[src/rtl/input_buffer_router.sv]
// NoC router input stage: DRTS/CTS ingress FIFO, XY route of header flit, held one-hot request to arbiters.
// Optional feature: define IBUF_DROP_ORPHAN_EN to discard non-header flits seen in IDLE and flag err.
module input_buffer_router #(
  parameter int DATA_WIDTH = 32,
  parameter int DEPTH      = 4,
  parameter int COORD_W    = 2,
  parameter int CUR_X      = 0,
  parameter int CUR_Y      = 0
) (
  input  logic                  clk,
  input  logic                  rst,
  input  logic [DATA_WIDTH-1:0] RX,
  input  logic                  DRTS,
  output logic                  CTS,
  input  logic                  Grant_N,
  input  logic                  Grant_E,
  input  logic                  Grant_W,
  input  logic                  Grant_S,
  input  logic                  Grant_L,
  output logic [DATA_WIDTH-1:0] Data_out,
  output logic                  empty,
  output logic                  Req_N,
  output logic                  Req_E,
  output logic                  Req_W,
  output logic                  Req_S,
  output logic                  Req_L,
  output logic                  err
);

  localparam int AW = $clog2(DEPTH);
  localparam logic [2:0] T_HDR  = 3'b001;
  localparam logic [2:0] T_TAIL = 3'b100;
  localparam logic [COORD_W-1:0] CX = COORD_W'(CUR_X);
  localparam logic [COORD_W-1:0] CY = COORD_W'(CUR_Y);
  localparam logic [AW:0] FULL_CNT = (AW+1)'(DEPTH);

  // Request vector bit order: {N, E, W, S, L}
  localparam logic [4:0] R_N = 5'b10000;
  localparam logic [4:0] R_E = 5'b01000;
  localparam logic [4:0] R_W = 5'b00100;
  localparam logic [4:0] R_S = 5'b00010;
  localparam logic [4:0] R_L = 5'b00001;

  typedef enum logic {IDLE, BUSY} state_t;

  logic [DEPTH-1:0][DATA_WIDTH-1:0] mem;
  logic [AW-1:0]          rd_ptr, wr_ptr;
  logic [AW:0]            count;
  state_t                 state;
  logic [4:0]             req;
  logic [4:0]             route;
  logic [DATA_WIDTH-1:0]  head;
  logic [2:0]             head_type;
  logic [COORD_W-1:0]     dest_x, dest_y;
  logic                   grant_any, wr_en, pop_grant, drop, pop;

  assign head      = mem[rd_ptr];
  assign head_type = head[DATA_WIDTH-1 -: 3];
  assign dest_x    = head[COORD_W-1:0];
  assign dest_y    = head[2*COORD_W-1:COORD_W];

  assign Data_out  = head;
  assign empty     = (count == '0);
  assign grant_any = Grant_N | Grant_E | Grant_W | Grant_S | Grant_L;
  // CTS gating keeps one accept per handshake while upstream still holds DRTS.
  assign wr_en     = DRTS && !CTS && (count < FULL_CNT);
  assign pop_grant = grant_any && !empty && (state == BUSY);

`ifdef IBUF_DROP_ORPHAN_EN
  assign drop = (state == IDLE) && !empty && (head_type != T_HDR);
`else
  assign drop = 1'b0;
`endif

  assign pop = pop_grant || drop;

  // XY routing: resolve X first, then Y (Y grows southward).
  always_comb begin
    route = R_L;
    if (dest_x > CX)      route = R_E;
    else if (dest_x < CX) route = R_W;
    else if (dest_y > CY) route = R_S;
    else if (dest_y < CY) route = R_N;
  end

  // Storage is deliberately not reset; only pointers/count define validity.
  always_ff @(posedge clk) begin
    if (wr_en) mem[wr_ptr] <= RX;
  end

  always_ff @(posedge clk) begin
    if (!rst) begin
      rd_ptr <= '0;
      wr_ptr <= '0;
      count  <= '0;
      CTS    <= 1'b0;
    end else begin
      CTS <= wr_en;
      if (wr_en) wr_ptr <= wr_ptr + 1'b1;
      if (pop)   rd_ptr <= rd_ptr + 1'b1;
      case ({wr_en, pop})
        2'b10:   count <= count + 1'b1;
        2'b01:   count <= count - 1'b1;
        default: count <= count;
      endcase
    end
  end

  always_ff @(posedge clk) begin
    if (!rst) begin
      state <= IDLE;
      req   <= '0;
    end else begin
      case (state)
        IDLE: if (!empty && head_type == T_HDR) begin
          req   <= route;
          state <= BUSY;
        end
        BUSY: if (pop_grant && head_type == T_TAIL) begin
          req   <= '0;
          state <= IDLE;
        end
        default: begin
          req   <= '0;
          state <= IDLE;
        end
      endcase
    end
  end

  assign {Req_N, Req_E, Req_W, Req_S, Req_L} = req;

`ifdef IBUF_DROP_ORPHAN_EN
  logic err_q;
  always_ff @(posedge clk) begin
    if (!rst)      err_q <= 1'b0;
    else if (drop) err_q <= 1'b1;
  end
  assign err = err_q;
`else
  assign err = 1'b0;
`endif

endmodule

[config.mk]
export PLATFORM = sky130hd
export DESIGN_NAME = input_buffer_router
export DESIGN_NICKNAME = d
export VERILOG_FILES = /design/src/rtl/input_buffer_router.sv
export SDC_FILE = /design/constraint.sdc
export NUM_CORES = 1
export LEC_CHECK = 0
export CORE_UTILIZATION = 53
export DETAILED_ROUTE_END_ITERATION = 6
export GPL_TIMING_DRIVEN = 1
export HOLD_SLACK_MARGIN = 0.1
export PLACE_DENSITY = 0.85
export SLEW_MARGIN = 0
export SYNTH_ARGS = -nofsm -noshare
export SYNTH_HDL_FRONTEND = slang
export SYNTH_SLANG_ARGS = --single-unit
[constraint.sdc]
create_clock -name clk -period 3.3 [get_ports clk]
set_input_delay 0.66 -clock clk [delete_from_list [all_inputs] [get_ports clk]]
set_output_delay 0.66 -clock clk [all_outputs]
set_load 0.05 [all_outputs]
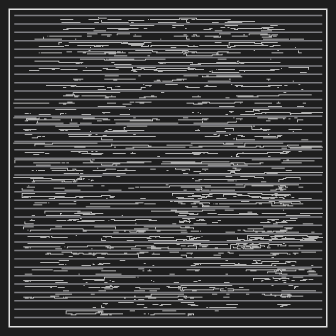
**Above:** run 1 (the metal 1 layer).
Supply wires on this layer in gray.
- nets with wire on the layer: 343
- wire length on this layer: 3980 µm
- main direction: horizontal
- longest straight run: 36.7 µm

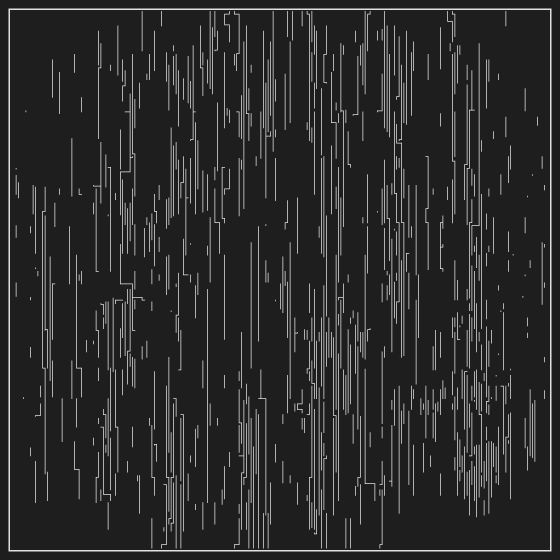
**Above:** run 1 (met2 routing).
- longest straight run: 40.5 µm
- main direction: vertical
- nets with wire on the layer: 364
- wire length on this layer: 4580 µm

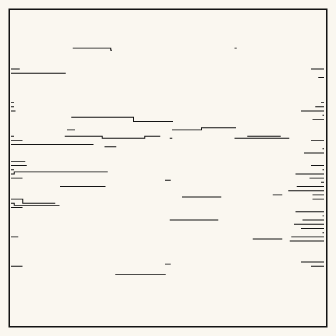
**Above:** run 1 (met3 routing).
- main direction: horizontal
- longest straight run: 30.1 µm

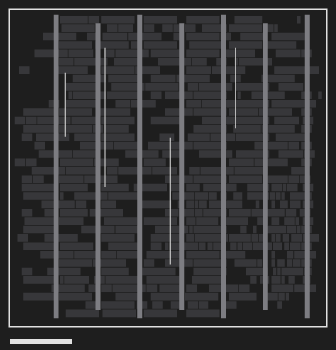
**Above:** run 1 (signal wires on met4).
Scale bar: 20 µm. Supply wires on this layer in gray.
- longest straight run: 44.9 µm
- main direction: vertical
- wire length on this layer: 132 µm

run 1: repair_timing:
action,4_1_cts,5_1_grt
pin swaps,0,0
endpoints found under the setup margin,1,1
gates resized,1,1
hold buffers,0,0
run 1: power groups by stage:
stage	registers (W)	clock network [W]	logic, W
global route	0.00205	0.00181	0.000460
detailed placement	0.00208	0	0.000438
finish	0.00204	0.00172	0.000434
CTS	0.00204	0.00175	0.000439
floorplan	0.00208	0	0.000256
global placement	0.00207	0	0.000429
run 1: per-layer routing:
metal	GRT usage	vias to the layer above
li1	-	1209
met1	0.249	1354
met2	0.314	77
met3	0.0629	12
met4	0.0791	0
met5	0	-
run 1: cell families after synthesis:
family                   count (synthesis)
AND-OR/OR-AND                           13
XOR/XNOR                                 5
flip-flops                             140
AND/OR/NAND/NOR                         32
buffers and inverters                   19
multiplexers                            35
other                                    1
adder cells (fa/ha/maj)                  6
run 1: synthesized netlist by cell type (2+ instances only):
master,n,area share
a21oi_1,2,0.0019
and2_1,10,0.012
buf_2,3,0.0028
buf_4,3,0.0042
clkbuf_1,3,0.0021
dfxtp_1,12,0.045
edfxtp_1,128,0.72
ha_1,5,0.012
inv_1,8,0.0056
mux2i_1,3,0.0056
mux4_1,3,0.015
mux4_2,29,0.12
nand2_1,4,0.0028
nand2b_1,2,0.0023
nor2_1,5,0.0035
nor2b_1,2,0.0023
nor3_1,2,0.0019
nor3b_1,2,0.0028
o21ai_0,5,0.0047
or3_1,2,0.0023
xnor2_1,4,0.0066
run 1: per-stage QoR:
step           total power, W  instance area (µm²)  setup WS [ps]
2_1_floorplan         0.00233                 5360            785
3_3_place_gp          0.00250                 6370            282
3_5_place_dp          0.00251                 6370            162
4_1_cts               0.00423                 6920           25.0
5_1_grt               0.00432                 6920           46.0
6_report              0.00419                 6920            122
run 1: layout by cell type (no fill, tap or decap), drive strengths merged, types with 2 or more instances in the layout:
master         netlist  layout
a21oi                2       2
and2                10      10
buf                  8       9
clkbuf               3      31
clkdlybuf4s50        0      74
conb                 1       3
dfxtp               12      12
edfxtp             128     128
ha                   5       5
inv                  8       8
mux2i                3       3
mux4                32      32
nand2                4       4
nand2b               2       2
nor2                 5       5
nor2b                2       2
nor3                 2       2
nor3b                2       2
o21ai                5       5
or3                  2       2
xnor2                4       4
run 1: final timing paths:
check,startpoint,to,slack (ps)
max reg2reg,state,count[2],1180
min reg2reg,req[1],req[1],470
max,rd_ptr[0],Data_out[31],120
min,req[1],req[1],470
run 1: registers in the layout, indices dropped and copies added (netlist names):
| signal | flops |
|---|---|
| rd_ptr | 2 |
| count | 3 |
| CTS | 1 |
| state | 1 |
| req | 3 |
| wr_ptr | 2 |
| mem | 128 |
run 1: layout make-up:
cell class	count	area share
multi-input combinational	94	0.171
clock inverter	1	0.000723
clock buffer	31	0.0790
timing repair buffer	85	0.131
sequential	140	0.590
inverter	8	0.00434
tap	133	0.0240
run 1: critical path, stage by stage, from the launching register on:
cell	delay, ps
dfxtp_2	430
buf_4	210
mux4_1	630
clkdlybuf4s50_1	740
==> flow_metrics.env, run 1 <==
# physical design summary
export IMPL_setup_violations=0
export IMPL_fin_hold_ws_ps=468
export IMPL_clkTransAtPathRegs_ps=50
export IMPL_logic_area_um2=1180
export IMPL_p_sw_frac=0.219
export IMPL_drcViolationCount=0
export IMPL_drive_gt1_frac=0.198
export IMPL_synth_cell_types=35
export IMPL_grt_max_degree=20
export IMPL_dp_cells=460
export IMPL_pwr_share_clk=0.410
export IMPL_yosys_stat_cells=251
export IMPL_ir_drop_mv=0.409
export IMPL_nets=392
export IMPL_critical_path_class="register to output pin"
export IMPL_synthAdderAreaFrac=0.0154
export IMPL_grt_usage=0.195
export IMPL_fillers=590
export IMPL_instances_no_fill=492
export IMPL_p_leak_nw=2.25
export IMPL_cts_sinks=140
export IMPL_status="finished clean"
export IMPL_grt_first_pass_wirelength_um=14400
export IMPL_die_width_um=102
export IMPL_power_internal_w=0.00327
export IMPL_p_sw_w=0.000916
export IMPL_dr_pass1_iters=4
export IMPL_cts_setup_buffers=0
export IMPL_synth_seq_cells=140
export IMPL_hp_class="register to register"
export IMPL_xor_share=0.00819
export IMPL_ys_seq_share=0.764
export IMPL_cts_buffer_depth=2
export IMPL_async_flop_share=0
export IMPL_edf_count=128
export IMPL_synth_cells=251
export IMPL_antenna_found_initial=0
export IMPL_ff_type="edfxtp_1"
export IMPL_routed_wirelength_um=9180
export IMPL_cts_tree="done"
export IMPL_utilization=0.708
export IMPL_fin_tns_setup_ps=0
export IMPL_wl_per_cell_um=18.7
export IMPL_wl_met2_um=4580
export IMPL_root_buffer="clkbuf_8"
export IMPL_drv_slew=0
export IMPL_cts_made_buffers=17
export IMPL_hold_path_depth=2
export IMPL_yosys_area_um2=5350
export IMPL_hold_viol=0
export IMPL_min_period_ps=3180
export IMPL_die_h_um=102
export IMPL_rsz0062_at_grt="no"
export IMPL_dieArea_um2=10500
export IMPL_end_kind="output pin"
export IMPL_dpl_hpwl_um=5820
export IMPL_rows=36
export IMPL_synth_cellmix_simpleShare=0.0335
export IMPL_path_max_fanout=6
export IMPL_cap_violations=0
export IMPL_worstPathRequired_ps=2640
export IMPL_powerDensity_nw_per_um2=605
export IMPL_worstPathArrival_ps=2520
export IMPL_vias=2652
export IMPL_skew_ps=4.87
export IMPL_diodes=0
export IMPL_gr_total_overflow=0
export IMPL_grt_pass1_vias=2820
export IMPL_power_share_sequential=0.487
export IMPL_synth_area_per_cell_um2=21.3
export IMPL_port_buffers=76
export IMPL_finalClockPeriodUsage=0.963
export IMPL_ys_sh_mux=0.142
export IMPL_initialDrtViolationCount=92
export IMPL_max_freq_mhz=315
export IMPL_warning_count=29
export IMPL_route_met3_wl_um=486
export IMPL_ys_warn_count=0
export IMPL_fp_util=0.547
export IMPL_p_comb_frac=0.104
export IMPL_synth_logic_top_family="multiplexers"
export IMPL_synthAoiAreaFrac=0.0185
export IMPL_wl_met1_um=3980
export IMPL_syn_to_final_growth_pct=29.4
export IMPL_io_pins=80
**Run 1: clock routing**

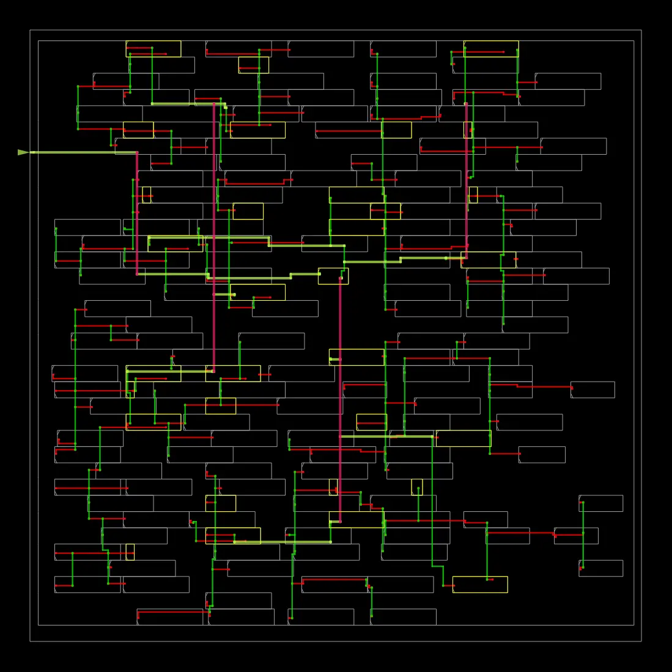

==> run 1 -> run 2 <==
--- a/config.mk
+++ b/config.mk
@@ -5,11 +5,13 @@
 export SDC_FILE = /design/constraint.sdc
 export NUM_CORES = 1
 export LEC_CHECK = 0
+export CORE_MARGIN = 5
 export CORE_UTILIZATION = 53
 export DETAILED_ROUTE_END_ITERATION = 6
 export GPL_TIMING_DRIVEN = 1
 export HOLD_SLACK_MARGIN = 0.1
-export PLACE_DENSITY = 0.85
+export PLACE_DENSITY_LB_ADDON = 0.1
+export SKIP_LAST_GASP = 1
 export SLEW_MARGIN = 0
 export SYNTH_ARGS = -nofsm -noshare
 export SYNTH_HDL_FRONTEND = slang
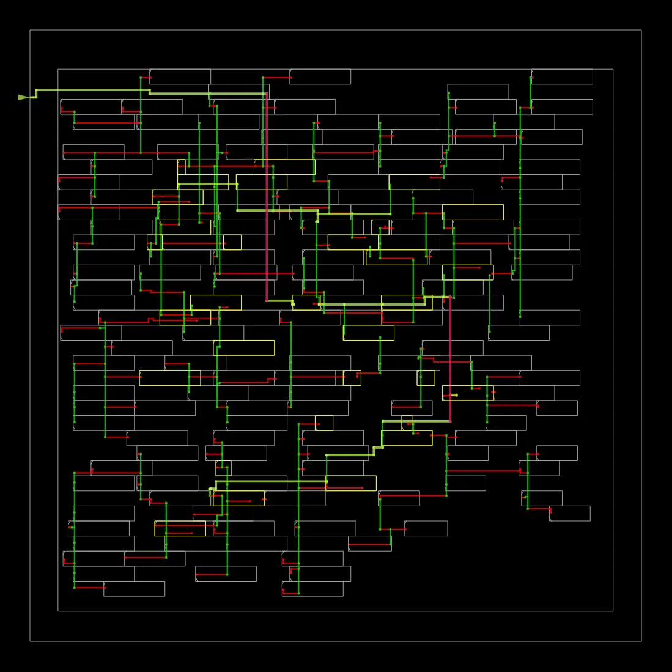
**Above:** run 2 (clock routing).
Worst Clk Skew: 7.23 ps
clock network power: 0.00199 W
registers: 140

==> flow_metrics.env, run 2 <==
# physical design summary
export IMPL_pwr_share_clk=0.446
export IMPL_r2r_start="rd_ptr[0]"
export IMPL_rsz0062_at_grt="no"
export IMPL_status="finished clean"
export IMPL_nets=394
export IMPL_fin_tns_setup_ps=0
export IMPL_power_internal_w=0.00349
export IMPL_top_cell="edfxtp_1"
export IMPL_top_cell_area_share=0.719
export IMPL_max_freq_mhz=316
export IMPL_die_h_um=110
export IMPL_grt_usage=0.163
export IMPL_ys_seq_share=0.764
export IMPL_drv_slew=0
export IMPL_reg_top3="mem (128), count (3), req (3)"
export IMPL_hold_path_depth=2
export IMPL_async_flop_share=0
export IMPL_hp_class="register to register"
export IMPL_routed_wirelength_um=9490
export IMPL_fin_hold_ws_ps=469
export IMPL_end_kind="output pin"
export IMPL_worstPathRequired_ps=2640
export IMPL_critical_path_class="register to output pin"
export IMPL_grt_first_pass_wirelength_um=15400
export IMPL_gr_total_overflow=0
export IMPL_post_cts_resized=0
export IMPL_diodes=0
export IMPL_grt_pass1_vias=2921
export IMPL_p_comb_frac=0.097
export IMPL_die_width_um=110
export IMPL_final_common_cell="edfxtp_1"
export IMPL_cts_made_buffers=17
export IMPL_ys_warn_count=0
export IMPL_area_leaders="edfxtp_1, mux4_2, dfxtp_1"
export IMPL_fillers=638
export IMPL_largest_reg_flops=128
export IMPL_cts_setup_buffers=0
export IMPL_worstPathArrival_ps=2500
export IMPL_dieArea_um2=12200
export IMPL_top_cells_by_count="edfxtp_1, mux4_2, dfxtp_1"
export IMPL_yosysTopAreaCell="edfxtp_1"
export IMPL_wl_per_cell_um=19.2
export IMPL_utilization=0.714
export IMPL_cap_violations=0
export IMPL_power_share_sequential=0.456
export IMPL_setup_ws_ps=137
export IMPL_p_leak_nw=2.31
-- run 2: cell types whose count changed in the layout (fill, tap and decap cells not counted), sizes merged --
cell / change
clkbuf: -14
bufinv: +5
clkinv: +4
buf: +3
clkdlybuf4s50: -2
clkinvlp: +2
dlymetal6s2s: +2
inv: +2
dlygate4sd2: -1
-- run 2: kinds of logic (layout without fill, tap and decap cells) --
logic type,after synthesis,in the layout,synth area share
xor+xnor,5,5,0.00819
flops,140,140,0.764
fa+ha+maj,6,6,0.0154
compound gates,13,13,0.0185
buf+inv,19,126,0.0175
simple gates,32,32,0.0335
other cells,1,3,0.000701
mux,35,35,0.142
-- run 2: critical path, cell delays in order, from the launching register on --
cell and delay [ps]:
dfxtp_2 440, buf_4 290, mux4_2 540, clkdlybuf4s50_1 730
-- run 2: per-layer routing --
layer,vias to the layer above,track usage,part of all wire
met2,88,0.278,0.53
met1,1372,0.201,0.40
li1,1216,-,-
met5,-,0,0
met4,0,0.0468,0.0062
met3,5,0.0509,0.060
-- run 2: worst paths after layout --
path	end	slack, ps
max	Data_out[15]	140
min	req[3]	470
max reg2reg	req[0]	1190
min reg2reg	req[3]	470
-- run 2: cell type report --
| cell class | instances | area, µm² | area share |
|---|---|---|---|
| well taps | 133 | 166 | 0.0237 |
| flip-flops and latches | 140 | 4090 | 0.583 |
| inverters | 8 | 30.0 | 0.00428 |
| clock buffers | 17 | 414 | 0.0591 |
| repair buffers | 87 | 911 | 0.130 |
| multi-input cells | 94 | 1180 | 0.169 |
| clock inverters | 14 | 218 | 0.0311 |
-- run 2: power by group through the flow --
stage          Clock [W]  Combinational [W]  Sequential [W]
2_1_floorplan          0           0.000256         0.00208
3_5_place_dp           0           0.000439         0.00208
6_report         0.00199           0.000434         0.00204
4_1_cts          0.00203           0.000441         0.00204
3_3_place_gp           0           0.000433         0.00207
5_1_grt          0.00212           0.000459         0.00204
-- run 2: per-stage QoR --
step	area (µm²)	power [W]
final	7010	0.00447
after global placement	6370	0.00250
after global routing	7010	0.00462
after CTS	7000	0.00451
after floorplan	5360	0.00233
after detailed placement	6370	0.00251
**Run 2: met3 routing**

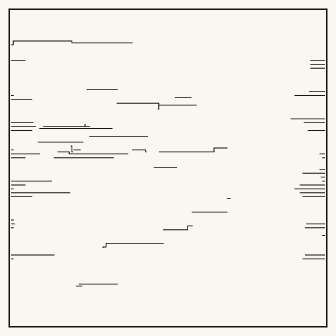

==> run 2 -> run 3 <==
--- a/config.mk
+++ b/config.mk
@@ -8,7 +8,7 @@
 export CORE_MARGIN = 5
 export CORE_UTILIZATION = 53
 export DETAILED_ROUTE_END_ITERATION = 6
-export GPL_TIMING_DRIVEN = 1
+export GPL_TIMING_DRIVEN = 0
 export HOLD_SLACK_MARGIN = 0.1
 export PLACE_DENSITY_LB_ADDON = 0.1
 export SKIP_LAST_GASP = 1
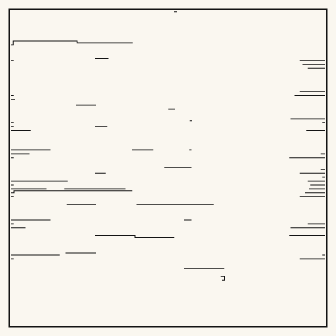
**Above:** run 3 (met3 routing).
- share of all routed wire: 5.3%
- wire length on this layer: 494 µm
- nets with wire on the layer: 48
via count: 2631
Post-Route WL: 9320 µm
M3 GR Usage: 0.0536

==> flow_metrics.env, run 3 <==
# physical design summary
export IMPL_drive_gt1_frac=0.191
export IMPL_dieArea_um2=12200
export IMPL_worstPathRequired_ps=2640
export IMPL_io_pins=80
export IMPL_yosysTopAreaCell="edfxtp_1"
export IMPL_diodes=0
export IMPL_setup_violations=0
export IMPL_largest_reg_flops=128
export IMPL_fp_util=0.545
export IMPL_initialDrtViolationCount=142
export IMPL_grt_usage=0.163
export IMPL_die_width_um=110
export IMPL_clkTransAtPathRegs_ps=60
export IMPL_async_flop_share=0
export IMPL_fin_tns_setup_ps=0
export IMPL_gr_total_overflow=0
export IMPL_path_max_fanout=10
export IMPL_p_leak_nw=2.24
export IMPL_r2r_end="mem[37]"
export IMPL_status="finished clean"
export IMPL_hp_class="register to register"
export IMPL_top_cells_by_count="edfxtp_1, mux4_2, dfxtp_1"
export IMPL_die_h_um=110
export IMPL_cts_sinks=140
export IMPL_edf_count=128
export IMPL_synth_cells=251
export IMPL_max_freq_mhz=315
export IMPL_finalClockPeriodUsage=0.961
export IMPL_hold_viol=0
export IMPL_min_from="req[1]"
export IMPL_cts_made_buffers=17
export IMPL_top_cell="edfxtp_1"
export IMPL_yosys_stat_cells=251
export IMPL_warning_count=30
export IMPL_r2r_start="count[2]"
export IMPL_grt_max_degree=33
==> run 3: cell counts after synthesis <==
Identical to the previous run, type by type.
==> run 3: how the worst max path moves through the flow <==
stage | startpoint | endpoint | depth (start not counted)
after floorplan | Grant_N | count[2] | 9
after global placement | DRTS | mem[50] | 3
after detailed placement | rd_ptr[1] | Data_out[15] | 4
after CTS | rd_ptr[1] | Data_out[15] | 4
after global routing | rd_ptr[0] | Data_out[7] | 5
final | rd_ptr[0] | Data_out[0] | 4
==> run 3: kinds of logic after synthesis <==
| family | Yosys count | synth area share |
|---|---|---|
| AOI/OAI and AO/OA | 13 | 0.0185 |
| xor gates and xnor gates | 5 | 0.00819 |
| adders and majority gates | 6 | 0.0154 |
| buffers and inverters | 19 | 0.0175 |
| DFF | 140 | 0.764 |
| muxes | 35 | 0.142 |
| other | 1 | 0.000701 |
| and+or+nand+nor | 32 | 0.0335 |
==> run 3: per-layer routing <==
layer	routed length (µm)	global-route usage
met1	3910	0.206
met3	494	0.0536
met4	149	0.0714
met5	0	0
met2	4770	0.259
==> run 3: final cells by class <==
type | instances | area, µm²
clock inverters | 10 | 98.8
multi-input cells | 94 | 1180
clock buffers | 22 | 433
well taps | 133 | 166
fillers | 679 | 3010
flip-flops and latches | 140 | 4080
plain buffers | 11 | 78.8
repair buffers | 76 | 732
inverters | 8 | 30.0
==> run 3: metrics by stage <==
| step | power [W] | cell area, µm² | std cells | hold WS (ps) |
|---|---|---|---|---|
| 4_1_cts | 0.00419 | 6810 | 494 | 464 |
| 3_3_place_gp | 0.00250 | 6280 | 462 | 445 |
| 6_report | 0.00415 | 6810 | 494 | 458 |
| 5_1_grt | 0.00431 | 6810 | 494 | 484 |
| 3_5_place_dp | 0.00250 | 6290 | 462 | 455 |
| 2_1_floorplan | 0.00233 | 5360 | 253 | 485 |
==> run 3: report_power, final <==
group	internal, W	switching [W]
combinational	0.000147	0.000261
clock	0.00106	0.000648
sequential	0.00202	0.0000190
==> run 3: worst max-delay path, stage by stage (launching register included) <==
cell             delay [ps]
dfxtp_1                 320
buf_6                   150
buf_4                   240
mux4_2                  560
clkdlybuf4s50_1         720
==> run 3: timing repair <==
| action | in CTS | in global routing |
|---|---|---|
| endpoints found under the setup margin | 27 | 2 |
| setup buffers | 0 | 0 |
| hold endpoints to repair | 0 | 0 |
| gates resized | 26 | 3 |
No activity file was given, so power comes from the tool's default toggle rates.
